===== src/rtl/gray_tracker_pkg.sv =====
// Shared types and helpers for the gray-code receive tracker.
package gray_tracker_pkg;

   typedef enum logic {
      UNLOCKED = 1'b0,
      LOCKED   = 1'b1
   } state_t;

   // Largest code a width-bit word can hold; the step from this value to 0 is a wrap.
   function automatic int unsigned max_code(input int unsigned width);
      return (32'd1 << width) - 32'd1;
   endfunction

endpackage


===== src/rtl/gray_tracker_if.sv =====
// Sample/status bundle between a gray-code source side and the tracker.
interface gray_tracker_if #(
   parameter int WIDTH     = 3,
   parameter int CNT_WIDTH = 8,
   parameter int ERR_WIDTH = 4
);
   logic                 clear;
   logic                 valid;
   logic [WIDTH-1:0]     gray_in;
   logic [WIDTH-1:0]     binary;
   logic                 locked;
   logic                 wrap;
   logic                 error;
   logic [CNT_WIDTH-1:0] wrap_count;
   logic [ERR_WIDTH-1:0] err_count;

   modport master (
      output clear, valid, gray_in,
      input  binary, locked, wrap, error, wrap_count, err_count
   );

   modport slave (
      input  clear, valid, gray_in,
      output binary, locked, wrap, error, wrap_count, err_count
   );
endinterface


===== src/rtl/gray_tracker_gray2bin.sv =====
// Combinational gray-to-binary decoder (gray2bin).
module gray_tracker_gray2bin #(
   parameter int WIDTH = 3
) (
   input  logic [WIDTH-1:0] gray,
   output logic [WIDTH-1:0] bin
);

   // Each binary bit is the XOR of its gray bit and every gray bit above it;
   // written as a reduction so no output bit depends on another output bit.
   always_comb begin
      bin = '0;
      for (int i = 0; i < WIDTH; i++) begin
         bin[i] = ^(gray >> i);
      end
   end

endmodule


===== src/rtl/gray_tracker.sv =====
// Gray-code receive tracker: decodes sampled gray words, checks that they
// step by +1 or hold, and reports wraps and illegal steps.
//
//   state    | meaning
//   ---------+-----------------------------------------------------------
//   UNLOCKED | no reference yet; next valid sample becomes the reference
//   LOCKED   | reference held in binary; each valid sample is step-checked
module gray_tracker
   import gray_tracker_pkg::*;
#(
   parameter int WIDTH     = 3,
   parameter int CNT_WIDTH = 8,
   parameter int ERR_WIDTH = 4
) (
   input  logic          clk,
   input  logic          rst_n,
   gray_tracker_if.slave bus
);

   localparam logic [WIDTH-1:0]     MAX_CODE = WIDTH'(max_code(WIDTH));
   localparam logic [ERR_WIDTH-1:0] ERR_SAT  = '1;

   state_t               state;
   logic [WIDTH-1:0]     d;
   logic [WIDTH-1:0]     bin_inc;
   logic [WIDTH-1:0]     binary_q;
   logic                 locked_q;
   logic                 wrap_q;
   logic                 error_q;
   logic [CNT_WIDTH-1:0] wrap_count_q;
   logic [ERR_WIDTH-1:0] err_count_q;

   gray_tracker_gray2bin #(.WIDTH(WIDTH)) u_gray2bin (
      .gray (bus.gray_in),
      .bin  (d)
   );

   // Expected next value; wraps naturally in WIDTH bits.
   assign bin_inc = binary_q + WIDTH'(1);

   // Lock FSM with step check, pulse and counter registers.
   always_ff @(posedge clk or negedge rst_n) begin
      if (!rst_n) begin
         state        <= UNLOCKED;
         binary_q     <= '0;
         locked_q     <= 1'b0;
         wrap_q       <= 1'b0;
         error_q      <= 1'b0;
         wrap_count_q <= '0;
         err_count_q  <= '0;
      end else if (bus.clear) begin
         state        <= UNLOCKED;
         binary_q     <= '0;
         locked_q     <= 1'b0;
         wrap_q       <= 1'b0;
         error_q      <= 1'b0;
         wrap_count_q <= '0;
         err_count_q  <= '0;
      end else begin
         wrap_q  <= 1'b0;
         error_q <= 1'b0;
         if (bus.valid) begin
            case (state)
               UNLOCKED: begin
                  binary_q <= d;
                  locked_q <= 1'b1;
                  state    <= LOCKED;
               end
               LOCKED: begin
                  if (d == bin_inc) begin
                     binary_q <= d;
                     if (binary_q == MAX_CODE) begin
                        wrap_q       <= 1'b1;
                        wrap_count_q <= wrap_count_q + CNT_WIDTH'(1);
                     end
                  end else if (d != binary_q) begin
                     // Resync to the new value so one glitch costs one error.
                     binary_q <= d;
                     error_q  <= 1'b1;
                     if (err_count_q != ERR_SAT) begin
                        err_count_q <= err_count_q + ERR_WIDTH'(1);
                     end
                  end
               end
               default: state <= UNLOCKED;
            endcase
         end
      end
   end

   assign bus.binary     = binary_q;
   assign bus.locked     = locked_q;
   assign bus.wrap       = wrap_q;
   assign bus.error      = error_q;
   assign bus.wrap_count = wrap_count_q;
   assign bus.err_count  = err_count_q;

endmodule

===== src/flat_wrapper.sv =====
// flat-port wrapper written by rule: the top's interface ports become plain ports
module gray_tracker_flat import gray_tracker_pkg::*;
#(
   parameter int WIDTH     = 3,
   parameter int CNT_WIDTH = 8,
   parameter int ERR_WIDTH = 4
)
  (clk, rst_n, bus_clear, bus_valid, bus_gray_in, bus_binary, bus_locked, bus_wrap, bus_error, bus_wrap_count, bus_err_count);
  gray_tracker_if #(.WIDTH(WIDTH), .CNT_WIDTH(CNT_WIDTH), .ERR_WIDTH(ERR_WIDTH)) bus_i ();
  input  logic clk;
  input  logic rst_n;
  input wire logic [$bits(bus_i.clear)-1:0] bus_clear;
  input wire logic [$bits(bus_i.valid)-1:0] bus_valid;
  input wire logic [$bits(bus_i.gray_in)-1:0] bus_gray_in;
  output wire logic [$bits(bus_i.binary)-1:0] bus_binary;
  output wire logic [$bits(bus_i.locked)-1:0] bus_locked;
  output wire logic [$bits(bus_i.wrap)-1:0] bus_wrap;
  output wire logic [$bits(bus_i.error)-1:0] bus_error;
  output wire logic [$bits(bus_i.wrap_count)-1:0] bus_wrap_count;
  output wire logic [$bits(bus_i.err_count)-1:0] bus_err_count;
  assign bus_i.clear = bus_clear;
  assign bus_i.valid = bus_valid;
  assign bus_i.gray_in = bus_gray_in;
  assign bus_binary = bus_i.binary;
  assign bus_locked = bus_i.locked;
  assign bus_wrap = bus_i.wrap;
  assign bus_error = bus_i.error;
  assign bus_wrap_count = bus_i.wrap_count;
  assign bus_err_count = bus_i.err_count;
  gray_tracker #(.WIDTH(WIDTH), .CNT_WIDTH(CNT_WIDTH), .ERR_WIDTH(ERR_WIDTH)) u_core (.clk(clk), .rst_n(rst_n), .bus(bus_i));
endmodule

===== config.mk =====
export PLATFORM = sky130hd
export DESIGN_NAME = gray_tracker_flat
export DESIGN_NICKNAME = d
export VERILOG_FILES = /design/src/rtl/gray_tracker_pkg.sv /design/src/rtl/gray_tracker_if.sv /design/src/rtl/gray_tracker_gray2bin.sv /design/src/rtl/gray_tracker.sv /design/src/flat_wrapper.sv
export SDC_FILE = /design/constraint.sdc
export NUM_CORES = 1
export LEC_CHECK = 0
export ABC_AREA = 1
export CAP_MARGIN = 10
export CORE_MARGIN = 10
export CORE_UTILIZATION = 52
export CTS_BUF_LIST = sky130_fd_sc_hd__clkbuf_4
export DETAILED_ROUTE_END_ITERATION = 6
export PLACE_DENSITY = 0.81
export SYNTH_ARGS = -nofsm -noshare
export SYNTH_HDL_FRONTEND = slang
export SYNTH_SLANG_ARGS = --single-unit

===== constraint.sdc =====
create_clock -name clk -period 2.1 [get_ports clk]
set_input_delay 0.21 -clock clk [delete_from_list [all_inputs] [get_ports clk]]
set_output_delay 0.21 -clock clk [all_outputs]
set_load 0.05 [all_outputs]

### Nets reached from selected ports

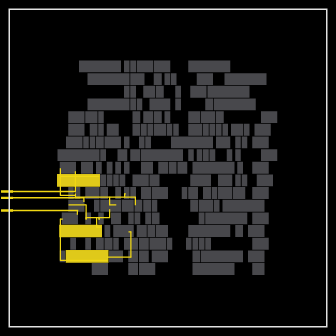
[bus_binary] yellow | direction: output | edge: left | end cells: 3 | buffers: 3 | wire: 133 um

### Local utilization

The die is cut into 7 by 7 equal tiles; black is low, pale yellow is high, 0 to 100% covered.
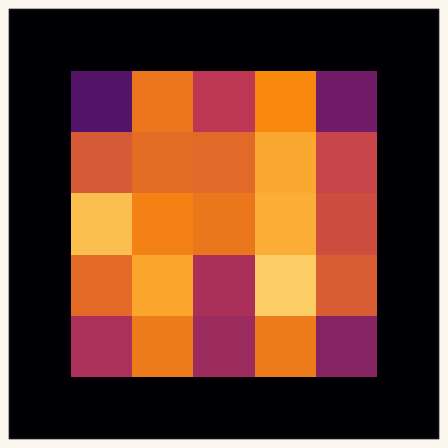
fullest tile: 90%
densest ninth of the die: middle
emptiest ninth of the die: top left

==> job_summary.md <==
### Flow metrics

| Metric | Value |
|---|---|
| DRC violation total after the first TritonRoute iteration | `between 50 and 60` |
| Mean post-synth cell area | `7.74 sq um` |
| Worst IR drop on VDD | `0.427 mV` |
| Comb area leader | `simple AND/OR/NAND/NOR gates` |
| Top cell type's share of synthesized area | `0.399` |
| Buffer type at the clock tree root | `sky130_fd_sc_hd__clkbuf_4` |
| Proportion of cell area occupied by multi-input gates | `0.414` |
| Half-perimeter wire length after detailed placement | `2100 um` |
| R2R cell count | `9` |
| Portion of total power attributed to sequential cells | `0.433` |
| Fraction of the mapped netlist area in adder cells | `0.0420` |
| Reg-to-reg critical path endpoint | `u_core.bus.wrap_count[0]` |
| Clock insertion delay at the later pin of the skew report | `around 0.31 ns` |
| Run status | `finished, final reports clean` |
| Mapped Area | `0.00119 sq mm` |
| Cell count listed in synth_stat.txt | `about 150` |
| Post-detailed-routing wire length | `2620 um` |
| Power spent charging and discharging nets | `426 uW` |
| Master of the slowest instance on the critical path | `sky130_fd_sc_hd__dfrtp_1` |
| Arrival time of the worst setup path | `between 2 and 2.5 ns` |
| Sequential group power | `approximately 450 uW` |
| Fraction of registers with async set/reset | `1.00` |
| Kind of start point of the critical path | `flip-flop` |
| FFs & Latches | `19` |
| Number of levels the H-tree was split into | `1` |
| Clock-pin slew of the registers on the worst-case setup and hold paths | `around 0.11 ns` |
| Cell type group with the largest total delay on the critical path | `simple AND/OR/NAND/NOR gates` |
| Slew Limit Fails | `0` |
| DRC Markers | `0` |
| Pre-antenna DRT Iters | `4` |
| Tally of buffers added on design ports | `24` |
| Biggest area consumer among cell classes | `multi-input combinational cells` |
| Horizontal die dimension | `just under 70 um` |
| Area share of and/or/nand/nor cells after synthesis | `0.366` |
| Top area cells in the synthesized netlist | `sky130_fd_sc_hd__dfrtp_1 40%, sky130_fd_sc_hd__nand2_1 15%, sky130_fd_sc_hd__nand3_1 5.9%` |
| Seq/total area | `0.320` |
| CP Capture Type | `flip-flop` |
| Crit path launch | `u_core.bus.binary[0]` |
| Leak Pwr | `~0.75 nW` |
| Post-route met1 wirelength | `~1100 um` |
| Ranking of synthesized cells by instance count | `47 x sky130_fd_sc_hd__nand2_1, 19 x sky130_fd_sc_hd__dfrtp_1, 16 x sky130_fd_sc_hd__inv_1` |
| Clock tree buffer count of the final layout | `3` |
| Syn-to-layout area delta | `24.6%` |
| Seq. cell area | `roughly 480 sq um` |
| Timing-limited maximum frequency | `~540 MHz` |
| Placed cell areas | `roughly 0.0015 sq mm` |
| Largest fanout on the critical path | `12` |
| Aggregate global-route resource usage | `0.121` |
| Area share of buffers outside the clock network | `0.177` |
-- per-layer routing --
metal	vias to the layer above	GRT usage
met5	-	0
met4	0	0.0603
met3	5	0.0326
met2	25	0.222
met1	502	0.125
li1	535	-
-- layout by cell type, fill, tap and decap left out, types with 2 or more instances in the layout --
cell type	instances
sky130_fd_sc_hd__nor2_1	9
sky130_fd_sc_hd__ha_1	4
sky130_fd_sc_hd__o21ai_0	2
sky130_fd_sc_hd__xor2_1	4
sky130_fd_sc_hd__dfrtp_1	19
sky130_fd_sc_hd__inv_1	16
sky130_fd_sc_hd__nand3_2	4
sky130_fd_sc_hd__nor2_2	2
sky130_fd_sc_hd__nand3_1	14
sky130_fd_sc_hd__clkdlybuf4s50_1	24
sky130_fd_sc_hd__clkbuf_4	3
sky130_fd_sc_hd__nand3b_1	4
sky130_fd_sc_hd__buf_4	3
sky130_fd_sc_hd__nand2_1	47
sky130_fd_sc_hd__o21ai_2	5
sky130_fd_sc_hd__nand2_2	10
sky130_fd_sc_hd__o21ai_1	2
-- per-stage QoR --
step / util / worst slack [ns] / cells / total power, mW / hold WS (ns)
3_3_place_gp: 0.665 / 0.250 / 205 / 0.844 / 0.473
3_5_place_dp: 0.665 / 0.189 / 205 / 0.858 / 0.485
2_1_floorplan: - / 0.108 / 154 / 0.722 / -0.0856
6_report: 0.678 / 0.241 / 209 / 1.04 / 0.230
4_1_cts: 0.678 / 0.248 / 209 / 1.05 / 0.241
5_1_grt: 0.678 / 0.137 / 209 / 1.10 / 0.239
-- sequential cells by signal, summed over array words and instances, names as in the netlist --
signal                 count
u_core.bus.locked          1
u_core.bus.wrap_count      8
u_core.state               1
u_core.bus.err_count       4
u_core.bus.wrap            1
u_core.bus.binary          3
u_core.bus.error           1
Power figures rest on the tool's default switching activity, not on a simulated workload.
